Run 1, signal wires by layer:
Bar = 20 µm. Two of the layers only.
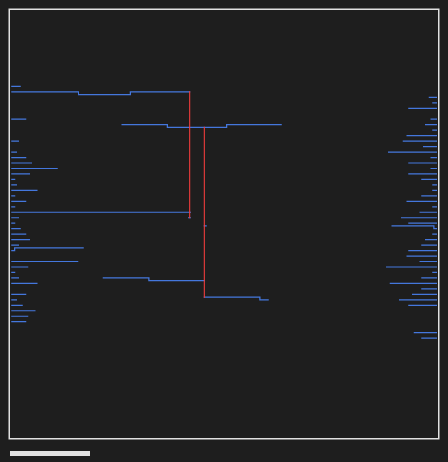
Run 1, track usage over the die:
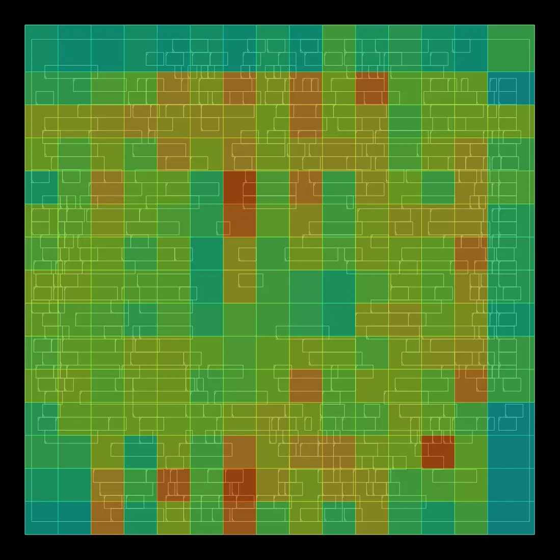
Run 1, cells coloured by class:
Bar = 20 µm.
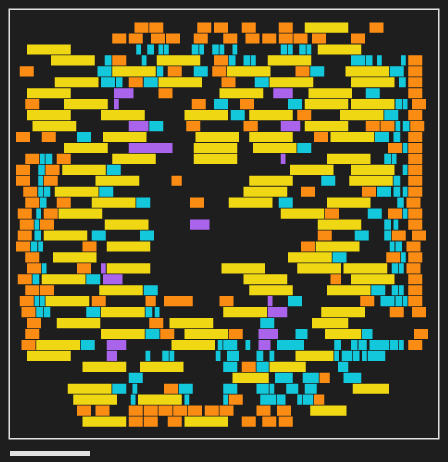
Run 1, sequential cells coloured by netlist name:
Bar = 20 µm.
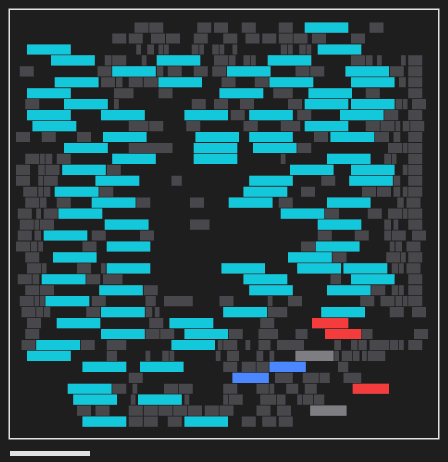
--- src/rtl/ex_alu_wbck_buf.sv ---
// Buffers ALU results and arbitrates register-file writeback against the long pipe, with anti-starvation forcing.
// Latency: 1 cycle minimum from alui accept to commit (no bypass).
// Backpressure: alui_ready drops when the FIFO is full; longp_ready drops only while the ALU is forced to win.
module ex_alu_wbck_buf #(
    parameter int FIFO_DEPTH = 2,
    parameter int STARVE_MAX = 7,
    parameter int E203_XLEN  = 32
) (
    input  logic                 clk,
    input  logic                 rst_n,

    input  logic                 alui_valid,
    output logic                 alui_ready,
    input  logic [E203_XLEN-1:0] alui_wdat,
    input  logic [4:0]           alui_rdidx,
    input  logic                 alui_rdwen,
    input  logic                 alui_err,
    input  logic                 alui_ecall,
    input  logic                 alui_ebreak,
    input  logic                 alui_wfi,

    input  logic                 longp_valid,
    output logic                 longp_ready,
    input  logic [E203_XLEN-1:0] longp_wdat,
    input  logic [4:0]           longp_rdidx,
    input  logic                 longp_rdwen,

    output logic                 cmt_valid,
    input  logic                 cmt_ready,
    output logic                 cmt_err,
    output logic                 cmt_ecall,
    output logic                 cmt_ebreak,
    output logic                 cmt_wfi,

    output logic                 rf_wbck_ena,
    output logic [4:0]           rf_wbck_idx,
    output logic [E203_XLEN-1:0] rf_wbck_dat
);

    localparam int PW = (FIFO_DEPTH > 1) ? $clog2(FIFO_DEPTH) : 1;
    localparam int CW = $clog2(FIFO_DEPTH + 1);
    localparam int SW = $clog2(STARVE_MAX + 1);

    typedef struct packed {
        logic [E203_XLEN-1:0] wdat;
        logic [4:0]           rdidx;
        logic                 rdwen;
        logic                 err;
        logic                 ecall;
        logic                 ebreak;
        logic                 wfi;
    } entry_t;

    entry_t         mem [FIFO_DEPTH];
    entry_t         entry_in;
    entry_t         head;
    logic [PW-1:0]  wr_ptr;
    logic [PW-1:0]  rd_ptr;
    logic [CW-1:0]  count;
    logic [SW-1:0]  starve_cnt;
    logic           force_alu;
    logic           head_vld;
    logic           push;
    logic           pop;
    logic           long_wr;

    assign entry_in = '{wdat:   alui_wdat,
                        rdidx:  alui_rdidx,
                        rdwen:  alui_rdwen,
                        err:    alui_err,
                        ecall:  alui_ecall,
                        ebreak: alui_ebreak,
                        wfi:    alui_wfi};

    assign head      = mem[rd_ptr];
    assign head_vld  = (count != '0);
    assign force_alu = (starve_cnt == SW'(STARVE_MAX));

    // Full blocks a push even when the head leaves in the same cycle.
    assign alui_ready = (count != CW'(FIFO_DEPTH));
    assign push       = alui_valid & alui_ready;

    assign longp_ready = ~force_alu;
    assign long_wr     = longp_valid & longp_ready;
    assign cmt_valid   = head_vld & (~longp_valid | force_alu);
    assign pop         = cmt_valid & cmt_ready;

    assign cmt_err    = head_vld & head.err;
    assign cmt_ecall  = head_vld & head.ecall;
    assign cmt_ebreak = head_vld & head.ebreak;
    assign cmt_wfi    = head_vld & head.wfi;

    // Faulting entries still commit but never touch the register file.
    assign rf_wbck_ena = rst_n & ((long_wr & longp_rdwen) | (pop & head.rdwen & ~head.err));
    assign rf_wbck_idx = long_wr ? longp_rdidx : head.rdidx;
    assign rf_wbck_dat = long_wr ? longp_wdat  : head.wdat;

    always_ff @(posedge clk) begin
        if (push) begin
            mem[wr_ptr] <= entry_in;
        end
    end

    always_ff @(posedge clk or negedge rst_n) begin
        if (!rst_n) begin
            wr_ptr     <= '0;
            rd_ptr     <= '0;
            count      <= '0;
            starve_cnt <= '0;
        end else begin
            if (push) begin
                wr_ptr <= wr_ptr + PW'(1);
            end
            if (pop) begin
                rd_ptr <= rd_ptr + PW'(1);
            end
            case ({push, pop})
                2'b10:   count <= count + CW'(1);
                2'b01:   count <= count - CW'(1);
                default: count <= count;
            endcase
            // Saturates at STARVE_MAX, which holds force until the head pops.
            if (pop || !head_vld) begin
                starve_cnt <= '0;
            end else if (longp_valid && !force_alu) begin
                starve_cnt <= starve_cnt + SW'(1);
            end
        end
    end

endmodule
--- config.mk ---
export PLATFORM = sky130hd
export DESIGN_NAME = ex_alu_wbck_buf
export DESIGN_NICKNAME = d
export VERILOG_FILES = /design/src/rtl/ex_alu_wbck_buf.sv
export SDC_FILE = /design/constraint.sdc
export NUM_CORES = 1
export LEC_CHECK = 0
export CAP_MARGIN = 20
export CORE_MARGIN = 1
export CORE_UTILIZATION = 35
export DETAILED_ROUTE_END_ITERATION = 7
export PLACE_DENSITY = 0.64
export SETUP_SLACK_MARGIN = 0.02
export SLEW_MARGIN = 25
export SYNTH_ARGS = -nofsm -noshare
export SYNTH_HDL_FRONTEND = slang
export SYNTH_SLANG_ARGS = --single-unit
--- constraint.sdc ---
create_clock -name clk -period 3.5 [get_ports clk]
set_input_delay 0.35 -clock clk [delete_from_list [all_inputs] [get_ports clk]]
set_output_delay 0.35 -clock clk [all_outputs]
set_load 0.005 [all_outputs]
==> Changelog: implementation, run 1 <==
## Implementation

- Die area: 11300 µm²
- Reg2reg start: starve_cnt[0]$_DFFE_PN0P_
- Signal buf overhead: 24.9%
- CP Max Fanout: 50
- Crit path top cell by count: ha_1
- Placed cell count: 515
- Critical path depth in cells: 7
- R2r endpoint: count[1]$_DFFE_PN0P_
- Placed inst area: 5230 µm²
- Post-route cell area: 5420 µm²
- Synth Net Count: 346
- Syn avg cell area: 14.8 µm²
- Clock power frac: 20.1%
- Combinational power share: 31.2%
- Top class by area: registers
- Async SR Flop Fraction: 7.69%
- CP endpoint kind: output pin
- FP Core Util: 36.4%
- Max stage delay cell, worst path: clkdlybuf4s50_1
- Slew HR: 59.7%
- Synthesis-to-finish area growth: 42.0%
- Clock net power: 669 µW
- Register Area: 2700 µm²
- Initial antenna violation count: 0
- Final-stage net count: 478
- First-pass GRT wire length: 11800 µm
- Startpoint Class: flop
- Area leader share: 66.2%
- Max H-tree Level: 3
- Post-synth area hogs: edfxtp_1 (66%), mux2i_1 (11%), o21ai_0 (4.9%)
- Worst-path clk slew: 0.08 ns
- Top Layout Cells: clkdlybuf4s50_1 (129), edfxtp_1 (84), nand2_1 (42)
- WS Path Type: reg -> out
- Vias/cell: 4.53
- Postcts setup bufs: 0
- Sw frac: 28.3%
- R2R depth: 7
- Final HPWL DP: 5040 µm
- CTS tree: yes
- CTS root buf: clkbuf_8
- Top cells by count: edfxtp_1 (84), nand2_1 (42), mux2i_1 (41)
- Total congestion overflow: 0
- Sink Count: 91
- Post-CTS sizing: 0
- Antenna-violating nets left: 0
- Non-CTS buffers: 135
- P_int: 2390 µW
- Yosys reg bits: 91
- Finished Layout Cells: 531
- Count of tool warnings: 26
- Residual DRC: 0
- Fmax: 349 MHz
- Logic share of the area: 18.6%
- Antenna cell count: 0
- Yosys warning total: 0
- Core area: 10500 µm²
- Worst Hold Class: in -> async
- CTS Buf Count: 9
- Setup slack after placement: 0.938 ns
- Area occupied by multi-input gates: 1000 µm²
- Buf/Inv on CP: 2
- Number of buffers added on ports: 129
- Count leader, synth: edfxtp_1
- Io pins: 130
- Req. time, crit path: 3.15 ns
- Setup tns final: 0 ns
- Max-slew violations: 0
- Status: finished clean
- Cell type with the largest total area: edfxtp_1
- Clk_skew: 0.00740 ns
- Final count of hold timing violations: 0
- Tapcell count: 136
-- 'signal wires by layer' (at the start) --
[red] M4 | wire length: 73.4 µm
[blue] M3 | wire length: 498 µm
Routed WL per cell: 14.0 µm
Total GRT Usage: 13.8%
wirelength, routed: 7450 µm
via count: 2406

-- 'track usage over the die' (at the start) --
Post-Route Utilization: 51.8%
gr busiest metal: met2
met2 Use GR: 21.8%
met3 GRT Util: 4.23%

-- 'cells coloured by class' (at the start) --
[yellow] sequential cells | cells: 91 | share of their area: 51%
[cyan] remaining logic cells | cells: 153 | share of their area: 19%
[purple] clock drivers and dummy loads | cells: 16 | share of their area: 3.5%
[orange] remaining buffers and delay cells | cells: 135 | share of their area: 26%

-- 'sequential cells coloured by netlist name' (at the start) --
[cyan] `mem` | placed flops: 84 | where: all over the die
[blue] `count` | placed flops: 2
[red] `starve_cnt` | placed flops: 3
not coloured: 2

run 1: sequential cells by signal (all words and copies together) (netlist names):
signal / count
rd_ptr: 1
count: 2
wr_ptr: 1
starve_cnt: 3
mem: 84
run 1: cell families (layout without fill, tap and decap cells):
logic type | Yosys count | count (layout) | synth area share, %
DFF | 91 | 91 | 70.8
xor gates and xnor gates | 5 | 5 | 1.15
adders and majority gates | 3 | 3 | 0.985
AOI/OAI and AO/OA | 42 | 42 | 5.74
buffers and inverters | 16 | 153 | 3.25
muxes | 41 | 41 | 10.8
and+or+nand+nor | 60 | 60 | 7.35
run 1: metal layers:
metal | share of wire (%) | global-route usage (%)
met5 | 0 | 0
met3 | 6.7 | 4.23
met4 | 0.98 | 5.06
met2 | 47 | 21.8
met1 | 45 | 17.8
Run 1, logic cells by family:
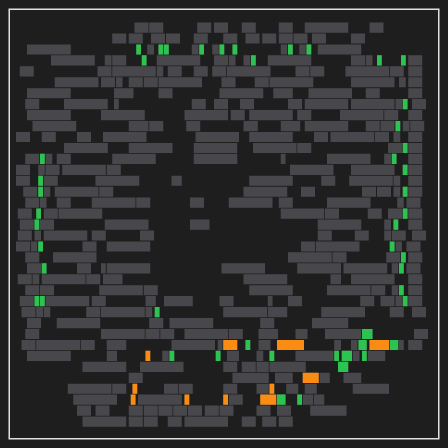

==> run 1 -> run 2 <==
Settings changed: PLACE_DENSITY 0.64 to 0.67.
Clock period 3.5 ns to 2.4 ns, I/O delays scaled along.
Run 2, logic cells by family:
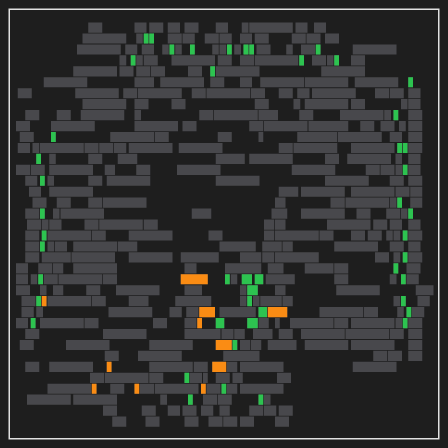
[orange] nor cells | cells: 11 | most used: nor2_1 | where: bottom centre
[green] nand cells | cells: 48 | most used: nand2_1 | where: all over the die

Run 2, track usage over the die:
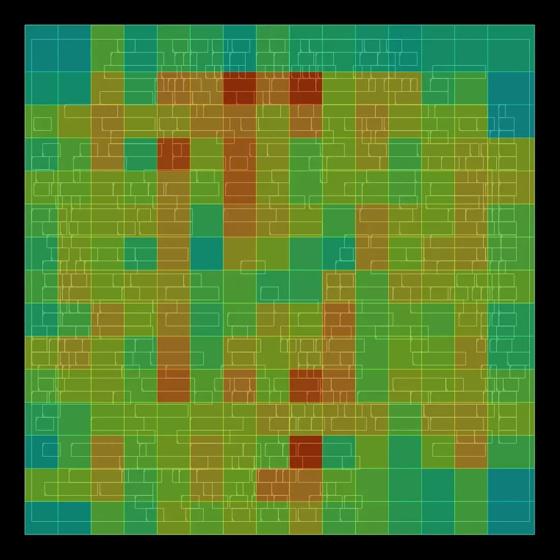
met2 Use GR: 26.0%
Total GRT Usage: 14.9%
M1 GR Usage: 17.3%
met3 GRT Util: 4.29%

==> Changelog: implementation, run 2 <==
## Implementation

- Status: finished clean
- Req. time, crit path: 2.16 ns (-0.99 ns)
- Clk_skew: 0.0153 ns (+0.00787 ns)
- Register Area: 2700 µm² (unchanged)
- Reg2reg start: starve_cnt[0]$_DFFE_PN0P_
- Via count: 2576 (+7.1%)
- Core area: 10500 µm² (unchanged)
- Area occupied by multi-input gates: 1010 µm² (+0.50%)
- Tapcell count: 136 (unchanged)
- Gr busiest metal: met2
- Final HPWL DP: 5450 µm (+8.2%)
- Main logic family after synthesis: multiplexers
- First-pass GRT wire length: 12700 µm (+7.2%)
- Fill cells: 900
- Fmax: 438 MHz
- Yosys reg bits: 91 (unchanged)
- Synthesis-to-finish area growth: 48.3%
- Max FFs per register: 84 (unchanged)
- Final-stage net count: 498 (+4.2%)
- Synth Net Count: 346 (unchanged)
- Simple-gate share of the synthesized area: 7.35% (unchanged)
- PD cells: 895 nW/µm²
- Logic share of the area: 17.9% (-0.70 points)
- R2r endpoint: count[1]$_DFFE_PN0P_
- Flip-flops with a built-in enable: 84
- Clock net power: 1110 µW (+66%)
- Routed WL per cell: 15.1 µm (+7.3%)
- Largest registers: mem x84, starve_cnt x3, count x2
- Final Wtd Congestion: 0.690
- Async SR Flop Fraction: 7.69% (unchanged)
- Initial antenna violation count: 0 (unchanged)
- Non-CTS buffers: 155 (+15%)
- Post-Route Utilization: 54.0% (+2.3 points)
- Wirelength, routed: 8300 µm (+11%)
- Max-slew violations: 0 (unchanged)
- CP endpoint kind: output pin
- Startpoint Class: flop
- Met3 WL: 523 µm (+5.2%)
- Worst Hold Class: in -> async
- Total congestion overflow: 0 (unchanged)
- R2R depth: 9 (+2)
- Mux frac, synth: 10.8% (unchanged)
- Combinational power share: 31.6% (+0.4 points)
- Vias/cell: 4.68 (+3.2%)
- Ys cells: 258
- Yosys aoi share: 5.74% (unchanged)
- Cell type with the largest total area: edfxtp_1
- Syn avg cell area: 14.8 µm² (unchanged)
- Sw frac: 28.7% (+0.34 points)
- Top cells by count: edfxtp_1 (84), nand2_1 (42), mux2i_1 (41)
- Io pins: 130 (unchanged)
- Antenna-violating nets left: 0 (unchanged)
- Area leader share: 66.2% (unchanged)
- Count leader, synth: edfxtp_1
- Signal buf overhead: 27.5% (+2.6 points)
- Post-synth area hogs: edfxtp_1 (66%), mux2i_1 (11%), o21ai_0 (4.9%)
- Top sig layer: met4
- Clock power frac: 22.0% (+1.9 points)
- Worst-path clk slew: 0.09 ns (about the same)
- Count of tool warnings: 27 (+3.8%)
- Antenna cell count: 0 (unchanged)
- Yosys warning total: 0 (unchanged)
- Max H-tree Level: 3 (unchanged)
- CP Max Fanout: 13 (-74%)
- Min Tclk post-route: 2.28 ns
- XOR/XNOR share of the synthesized area: 1.15% (unchanged)
- Slew HR: 68.4% (+8.7 points)
- CTS root buf: clkbuf_8
- WS Path Type: reg -> out
- Post-CTS sizing: 44 (+44)
- FP Core Util: 36.4% (unchanged)
- Largest Register: mem
- Final count of hold timing violations: 0 (unchanged)
- Sink Count: 91 (unchanged)
==> run 2: cell counts after synthesis <==
Identical to the previous run, type by type.
==> run 2: through the flow <==
step / setup TNS (ns) / worst slack (ns) / instance area, µm² / cells
2_1_floorplan: 0 / 0.172 / 3810 / 258
3_3_place_gp: 0 / 0.303 / 5300 / 519
3_5_place_dp: 0 / 0.203 / 5300 / 519
4_1_cts: -0.101 / -0.101 / 5620 / 545
5_1_grt: 0 / 0.0135 / 5650 / 551
6_report: 0 / 0.115 / 5650 / 551
==> run 2: critical path, cell delays in order, from the launching register on <==
cell,delay (ns)
dfrtp_1,0.40
ha_2,0.19
ha_2,0.19
nor2b_4,0.14
buf_4,0.13
buf_4,0.11
buf_12,0.13
nand2_1,0.06
o21ai_0,0.08
dlygate4sd2_1,0.27
==> run 2 -> run 3 <==
Settings changed: CAP_MARGIN 20 to not set, GPL_ROUTABILITY_DRIVEN set to 0.
Run 3, track usage over the die:
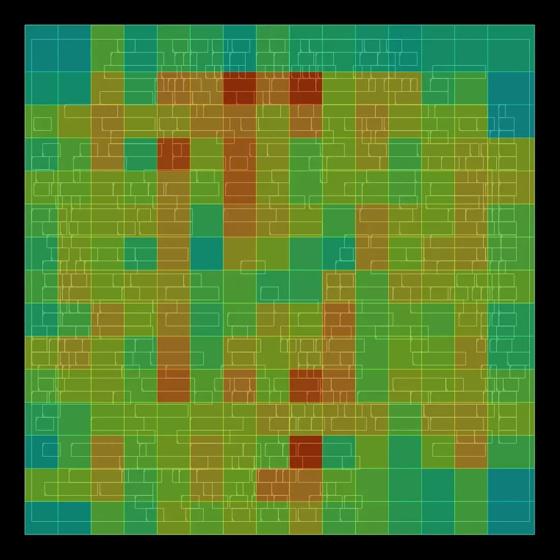
Routed WL per cell: 15.1 µm
Post-Route Utilization: 54.0%

==> Changelog: implementation, run 3 <==
## Implementation

- Status: finished clean
- Total GRT Usage: 14.9% (unchanged)
- Setup slack after placement: 0.203 ns (unchanged)
- Yosys warning total: 0 (unchanged)
- Fmax: 438 MHz (unchanged)
- Antenna cell count: 0 (unchanged)
- Clock net power: 1110 µW (about the same)
- Final-stage net count: 498 (unchanged)
- Io pins: 130 (unchanged)
- Cells along the critical path: ha_2 > ha_2 > nor2b_4 > buf_4 > buf_4 > buf_12 > nand2_1 > o21ai_0 > dlygate4sd2_1
- First-pass GRT wire length: 12700 µm (unchanged)
- Mux frac, synth: 10.8% (unchanged)
- WS Path Type: reg -> out
- Req. time, crit path: 2.16 ns (about the same)
- Post-route cell area: 5650 µm² (unchanged)
- Wirelength, routed: 8300 µm (unchanged)
- Worst Hold Class: in -> async
- Signal buf overhead: 27.5% (unchanged)
- Buf/Inv on CP: 4 (unchanged)
- Max stage delay cell, worst path: dfrtp_1
- Final count of hold timing violations: 0 (unchanged)
- Initial antenna violation count: 0 (unchanged)
- Via count: 2576 (unchanged)
- R2r endpoint: count[1]$_DFFE_PN0P_
- Yosys aoi share: 5.74% (unchanged)
- CP delay by family, top: buffers and inverters
- Area occupied by multi-input gates: 1010 µm² (unchanged)
- XOR/XNOR share of the synthesized area: 1.15% (unchanged)
- Total congestion overflow: 0 (unchanged)
- Top sig layer: met4
- Met3 WL: 523 µm (unchanged)
- Count of tool warnings: 27 (unchanged)
- Area leader share: 66.2% (unchanged)
- Final HPWL DP: 5450 µm (unchanged)
- Worst-path clk slew: 0.09 ns (about the same)
- Max H-tree Level: 3 (unchanged)
- Critical path depth in cells: 9 (unchanged)
- Fill cells: 900 (unchanged)
- Final worst slack: 0.115 ns (unchanged)
- Clk_skew: 0.0153 ns (unchanged)
- Setup tns final: 0 ns (unchanged)
- Combinational power share: 31.6% (about the same)
- Post-synth area hogs: edfxtp_1 (66%), mux2i_1 (11%), o21ai_0 (4.9%)
- Top cells by count: edfxtp_1 (84), nand2_1 (42), mux2i_1 (41)
- Ys cells: 258 (unchanged)
- Largest Register: mem
- Main logic family after synthesis: multiplexers
- PD cells: 895 nW/µm² (unchanged)
- Reg2reg start: starve_cnt[0]$_DFFE_PN0P_
- Post-CTS sizing: 44 (unchanged)
- Sw frac: 28.7% (unchanged)
- CTS root buf: clkbuf_8
- Max-slew violations: 0 (unchanged)
- Simple-gate share of the synthesized area: 7.35% (unchanged)
- Yosys reg bits: 91 (unchanged)
- Antenna-violating nets left: 0 (unchanged)
Run 3, logic cells by family:
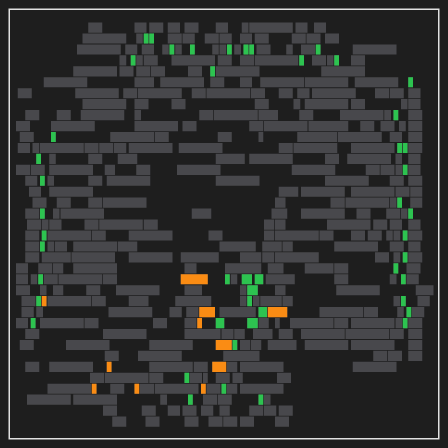
[green] nand cells | cells: 48 | most used: nand2_1 | where: all over the die
[orange] nor cells | cells: 11 | most used: nor2_1 | where: bottom centre
logic share of the area: 17.9%
Finished Layout Cells: 551
most numerous logic cell after layout: clkdlybuf4s50_1

==> run 3: cell counts after synthesis <==
Identical to the previous run, type by type.
==> run 3: metal layers <==
layer / track usage [%] / up-vias
li1: - / 1259
met1: 17.3 / 1228
met2: 26.0 / 81
met3: 4.29 / 8
met4: 5.95 / 0
met5: 0 / -
==> run 3: how the worst min path moves through the flow <==
stage                               startpoint              endpoint  cells after the start
after detailed placement  count[1]$_DFFE_PN0P_  count[1]$_DFFE_PN0P_                      1
after global placement      wr_ptr$_DFFE_PN0P_    wr_ptr$_DFFE_PN0P_                      1
final                                    rst_n  count[1]$_DFFE_PN0P_                      2
after global routing                     rst_n  count[1]$_DFFE_PN0P_                      2
after CTS                                rst_n  count[1]$_DFFE_PN0P_                      2
after floorplan                          rst_n  count[0]$_DFFE_PN0P_                      0
No activity file was given, so power comes from the tool's default toggle rates.
